## src/rtl/eq32_scoreboard_if.sv

```systemverilog
// Transaction channel into the eq32 response checker: operands X/Y and the
// comparator's observed output Z, moved with a valid/ready handshake.
// Ports: in_valid, X, Y, Z (master -> slave); in_ready (slave -> master).
interface eq32_scoreboard_if;
  logic        in_valid;
  logic        in_ready;
  logic [31:0] X;
  logic [31:0] Y;
  logic        Z;

  modport master (output in_valid, output X, output Y, output Z, input in_ready);
  modport slave  (input in_valid, input X, input Y, input Z, output in_ready);
endinterface

```

## src/rtl/eq32_scoreboard.sv

```systemverilog
// Purpose: checks eq32 comparator responses (Z against X == Y), counts checks
//   and mismatches, captures the first failing vector.
// Latency: accepted at edge N, committed to counters/flags/capture at edge N+1.
// Backpressure: in_ready = RUN && !clear; 1 txn/cycle sustained, drops to 0 in HALT.
// Ports: clk, rst_n (async active-low), clear (sync, highest priority),
//   in_if (slave: in_valid/in_ready/X/Y/Z), check_count, err_count, err_flag,
//   first_x, first_y, first_z, halted.
module eq32_scoreboard #(
  parameter int CW          = 16,
  parameter int STOP_ON_ERR = 1
) (
  input  logic                 clk,
  input  logic                 rst_n,
  input  logic                 clear,
  eq32_scoreboard_if.slave     in_if,
  output logic [CW-1:0]        check_count,
  output logic [CW-1:0]        err_count,
  output logic                 err_flag,
  output logic [31:0]          first_x,
  output logic [31:0]          first_y,
  output logic                 first_z,
  output logic                 halted
);

  typedef enum logic {
    RUN  = 1'b0,
    HALT = 1'b1
  } state_t;

  localparam logic [CW-1:0] CNT_MAX = '1;

  state_t      state_q;
  state_t      state_d;

  logic        s1_vld;
  logic [31:0] s1_x;
  logic [31:0] s1_y;
  logic        s1_z;

  logic        accept;
  logic        commit_err;

  // Ready never looks at in_valid, so the source may wait on ready safely.
  assign in_if.in_ready = (state_q == RUN) && !clear;
  assign accept         = in_if.in_valid && in_if.in_ready;

  // Mismatch of the transaction sitting in stage 1 (only meaningful when s1_vld).
  assign commit_err     = s1_vld && (s1_z != (s1_x == s1_y));

  assign halted         = (state_q == HALT);

  // ---------------------------------------------------------------------------
  // State machine
  // ---------------------------------------------------------------------------
  always_ff @(posedge clk or negedge rst_n) begin
    if (!rst_n) begin
      state_q <= RUN;
    end else begin
      state_q <= state_d;
    end
  end

  always_comb begin
    state_d = state_q;
    if (clear) begin
      state_d = RUN;
    end else begin
      case (state_q)
        RUN:     if (commit_err && (STOP_ON_ERR != 0)) state_d = HALT;
        HALT:    state_d = HALT;
        default: state_d = RUN;
      endcase
    end
  end

  // ---------------------------------------------------------------------------
  // Stage 1: capture the accepted transaction
  // ---------------------------------------------------------------------------
  always_ff @(posedge clk or negedge rst_n) begin
    if (!rst_n) begin
      s1_vld <= 1'b0;
      s1_x   <= '0;
      s1_y   <= '0;
      s1_z   <= 1'b0;
    end else if (clear) begin
      s1_vld <= 1'b0;
    end else begin
      s1_vld <= accept;
      if (accept) begin
        s1_x <= in_if.X;
        s1_y <= in_if.Y;
        s1_z <= in_if.Z;
      end
    end
  end

  // ---------------------------------------------------------------------------
  // Stage 2: commit into counters, sticky flag and first-failure capture.
  // A transaction left in stage 1 when HALT is entered still commits here;
  // the capture registers are protected by the err_flag test, not by state.
  // ---------------------------------------------------------------------------
  always_ff @(posedge clk or negedge rst_n) begin
    if (!rst_n) begin
      check_count <= '0;
      err_count   <= '0;
      err_flag    <= 1'b0;
      first_x     <= '0;
      first_y     <= '0;
      first_z     <= 1'b0;
    end else if (clear) begin
      check_count <= '0;
      err_count   <= '0;
      err_flag    <= 1'b0;
      first_x     <= '0;
      first_y     <= '0;
      first_z     <= 1'b0;
    end else if (s1_vld) begin
      if (check_count != CNT_MAX) begin
        check_count <= check_count + CW'(1);
      end
      if (commit_err) begin
        if (err_count != CNT_MAX) begin
          err_count <= err_count + CW'(1);
        end
        err_flag <= 1'b1;
        if (!err_flag) begin
          first_x <= s1_x;
          first_y <= s1_y;
          first_z <= s1_z;
        end
      end
    end
  end

endmodule

```

## src/flat_wrapper.sv

```systemverilog
// flat-port wrapper written by rule: the top's interface ports become plain ports
module eq32_scoreboard_flat 
#(
  parameter int CW          = 16,
  parameter int STOP_ON_ERR = 1
)
  (clk, rst_n, clear, check_count, err_count, err_flag, first_x, first_y, first_z, halted, in_if_in_valid, in_if_X, in_if_Y, in_if_Z, in_if_in_ready);
  eq32_scoreboard_if in_if_i ();
  input  logic clk;
  input  logic rst_n;
  input  logic clear;
  output logic [CW-1:0] check_count;
  output logic [CW-1:0] err_count;
  output logic err_flag;
  output logic [31:0] first_x;
  output logic [31:0] first_y;
  output logic first_z;
  output logic halted;
  input wire logic [$bits(in_if_i.in_valid)-1:0] in_if_in_valid;
  input wire logic [$bits(in_if_i.X)-1:0] in_if_X;
  input wire logic [$bits(in_if_i.Y)-1:0] in_if_Y;
  input wire logic [$bits(in_if_i.Z)-1:0] in_if_Z;
  output wire logic [$bits(in_if_i.in_ready)-1:0] in_if_in_ready;
  assign in_if_i.in_valid = in_if_in_valid;
  assign in_if_i.X = in_if_X;
  assign in_if_i.Y = in_if_Y;
  assign in_if_i.Z = in_if_Z;
  assign in_if_in_ready = in_if_i.in_ready;
  eq32_scoreboard #(.CW(CW), .STOP_ON_ERR(STOP_ON_ERR)) u_core (.clk(clk), .rst_n(rst_n), .clear(clear), .in_if(in_if_i), .check_count(check_count), .err_count(err_count), .err_flag(err_flag), .first_x(first_x), .first_y(first_y), .first_z(first_z), .halted(halted));
endmodule
```

## config.mk

```make
export PLATFORM = sky130hd
export DESIGN_NAME = eq32_scoreboard_flat
export DESIGN_NICKNAME = d
export VERILOG_FILES = /design/src/rtl/eq32_scoreboard_if.sv /design/src/rtl/eq32_scoreboard.sv /design/src/flat_wrapper.sv
export SDC_FILE = /design/constraint.sdc
export NUM_CORES = 1
export LEC_CHECK = 0
export CAP_MARGIN = 25
export CORE_ASPECT_RATIO = 2
export CORE_MARGIN = 5
export CORE_UTILIZATION = 52
export DETAILED_ROUTE_END_ITERATION = 16
export GPL_ROUTABILITY_DRIVEN = 0
export HOLD_SLACK_MARGIN = 0.1
export PLACE_DENSITY = 0.88
export SETUP_SLACK_MARGIN = 0.4
export SLEW_MARGIN = 20
export SYNTH_ARGS = -nofsm -noshare
export SYNTH_HDL_FRONTEND = slang
export SYNTH_SLANG_ARGS = --single-unit
```

## constraint.sdc

```tcl
create_clock -name clk -period 3.4 [get_ports clk]
set_clock_uncertainty 0.15 [all_clocks]
set_input_delay 0.68 -clock clk [delete_from_list [all_inputs] [get_ports clk]]
set_output_delay 0.68 -clock clk [all_outputs]
set_load 0.02 [all_outputs]
```

==> results.cfg <==
; flow metrics
[synth]
synth-main-ff-cell = dfrtp_1
top_cell = dfrtp_1
ys_warn_count = 0
adder_share = 0.00305
syn_area_mm2 = 0.00821
ys_seq_share = 0.503
ys_top_logic_family = multiplexers
async_reset_ff_frac = 1.00
synth-simple-area-share = 0.186
synth_flops = 165
aoi_share = 0.00930
ys_sh_xor = 0.0512
synthCells = 705
synth.area.top_cells = dfrtp_1 50%, mux2_2 11%, nand2b_1 10%, mux2i_1 9.9%, xor2_1 4.8%
top_area_frac = 0.503
syn_avg_cell_area_um2 = 11.6
yosys_cells = 705
ys_sh_mux = 0.210
yosys_area_mm2 = 0.00821
fp_nets = 776

[clocking]
cts_root_buffer = clkbuf_16
cts_resized = 0
clock_latency_ns = 0.42
clkTransAtPathRegs_ns = 0.08
hold_buffers = 0
cts_tree = done
post_cts_buffers = 0
cts_buffers = 17

[critical_path]
crit_required_ns = 3.58
critPathCaptureType = flop
crit_start = u_core.s1_x[12]
cp_num_buf_inv = 1
critPathMaxFanout = 39
cp-start-kind = flop
crit_slowest_cell = mux2_4
worstSetupPathDepth = 7
r2r_start = u_core.s1_x[12]
max_stage_delay_ns = 0.51
crit_type = reg -> reg

[outcome]
status = finished clean

[timing]
min_period_ns = 2.73
drv_slew = 0
worst_pin_slew_ns = 0.830
timing.hold.ws_ns = 0.129
slew_headroom = 0.445
rsz0062_at_grt = no
tns_ns = 0

[cells_and_area]
bufAreaShareNonClock = 0.172
instances_no_fill = 1074
n_sequential_cell = 165
fin_area_mm2 = 0.0106
n_all_buffers = 177
final-clk-cell-share = 0.0550
comb_area_share = 0.357
fin_nets = 931
seq_share = 0.390
dominant_cells = registers
num_antenna_cells = 0
lay_top_cells = 166 x clkdlybuf4s50_1, 165 x dfrtp_1, 133 x nand2b_1
clock_buffers = 17

[grt]
gr-total-overflow = 0
antenna_found_initial = 0
grt_pass1_wl_um = 31800

[route]
m1WireLength_um = 8320
dr.pass1.iters = 4
wl_met3_um = 1330
highest_layer = met4
dr_wl_met2_um = 9760
remaining_drc_errors = 0
vias_per_cell = 5.42

[power]
clock_power_share = 0.371
peakVddDrop_v = 0.000365
clock_power_w = 0.00189
swShare = 0.295
p_total_w = 0.00510
pg_comb_w = 0.000867
seqPwrFrac = 0.459
internal_power_w = 0.00360

[job]
maxCapViolCount = 0
warnings = 28

[die]
fp.dieW_um = 98.8
design.die.area_mm2 = 0.0185
core_mm2 = 0.0156
fp_util = 0.525
tapCellCount = 201

[placed_design]
dp.cells = 1042
place_ws_ns = 0.674
hpwl_um = 13600
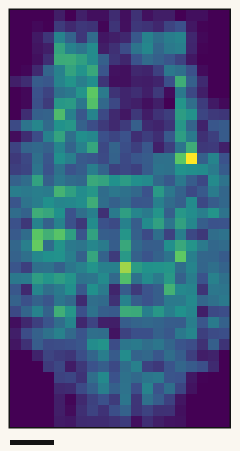
Fig. 1. Wire density map.
Bar = 20 um. 20 x 38 tiles, from dark purple (low) to yellow (high), scaled to the fullest tile. Values are wire area over tile area, all layers added.
fullest tile: 0.61
mean over tiles: 0.17
tiles over half the peak: 11%
nearly empty tiles: 11%
Vias: 5,816
Global Route Usage Sum: 0.213
routed len/inst: 18.2 um
drt total wl: 19,600 um

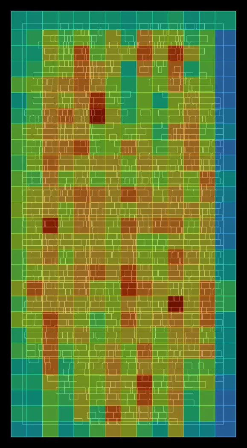
Fig. 2. Congestion heat map.
Util after Layout: 0.678
global-route met2 utilization: 0.347
met3 GRT Util: 0.0596

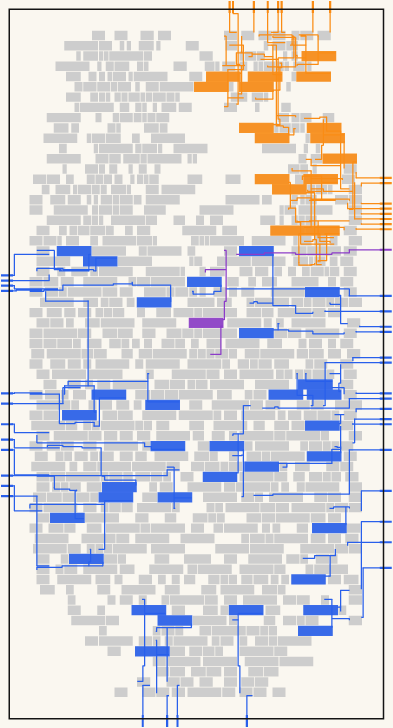
Fig. 3. I/O nets highlighted.
| port | color | direction | end cells | wire |
|---|---|---|---|---|
| first_z | purple | output | 1 | 76.9 um |
| check_count | orange | output | 16 | 698 um |
| first_x | blue | output | 32 | 1,290 um |

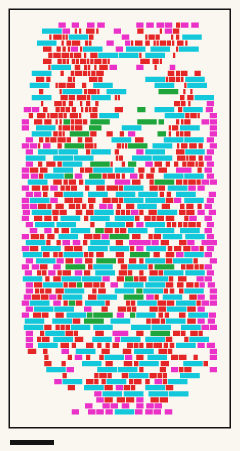
Fig. 4. Placed cells, one color a class.
Bar = 20 um.
| class | color | cells | share of their area |
|---|---|---|---|
| remaining buffers and delay cells | magenta | 177 | 18% |
| sequential cells | cyan | 165 | 40% |
| clock drivers and dummy loads | green | 32 | 5.6% |
| remaining logic cells | red | 499 | 37% |

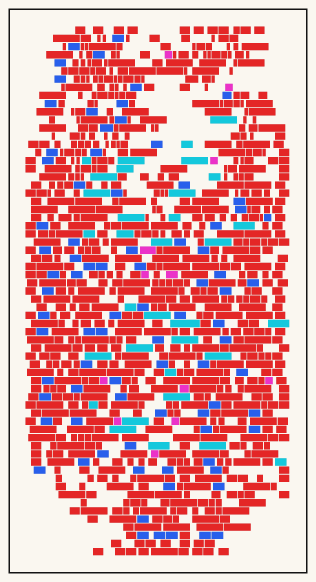
Fig. 5. Cells by drive strength.
| size | color | cells | most used |
|---|---|---|---|
| x6 and larger | cyan | 33 | clkbuf_16 |
| x3 and x4 | magenta | 12 | buf_4 |
| x2 | blue | 83 | mux2_2 |
| x1 and smaller | red | 745 | clkdlybuf4s50_1 |

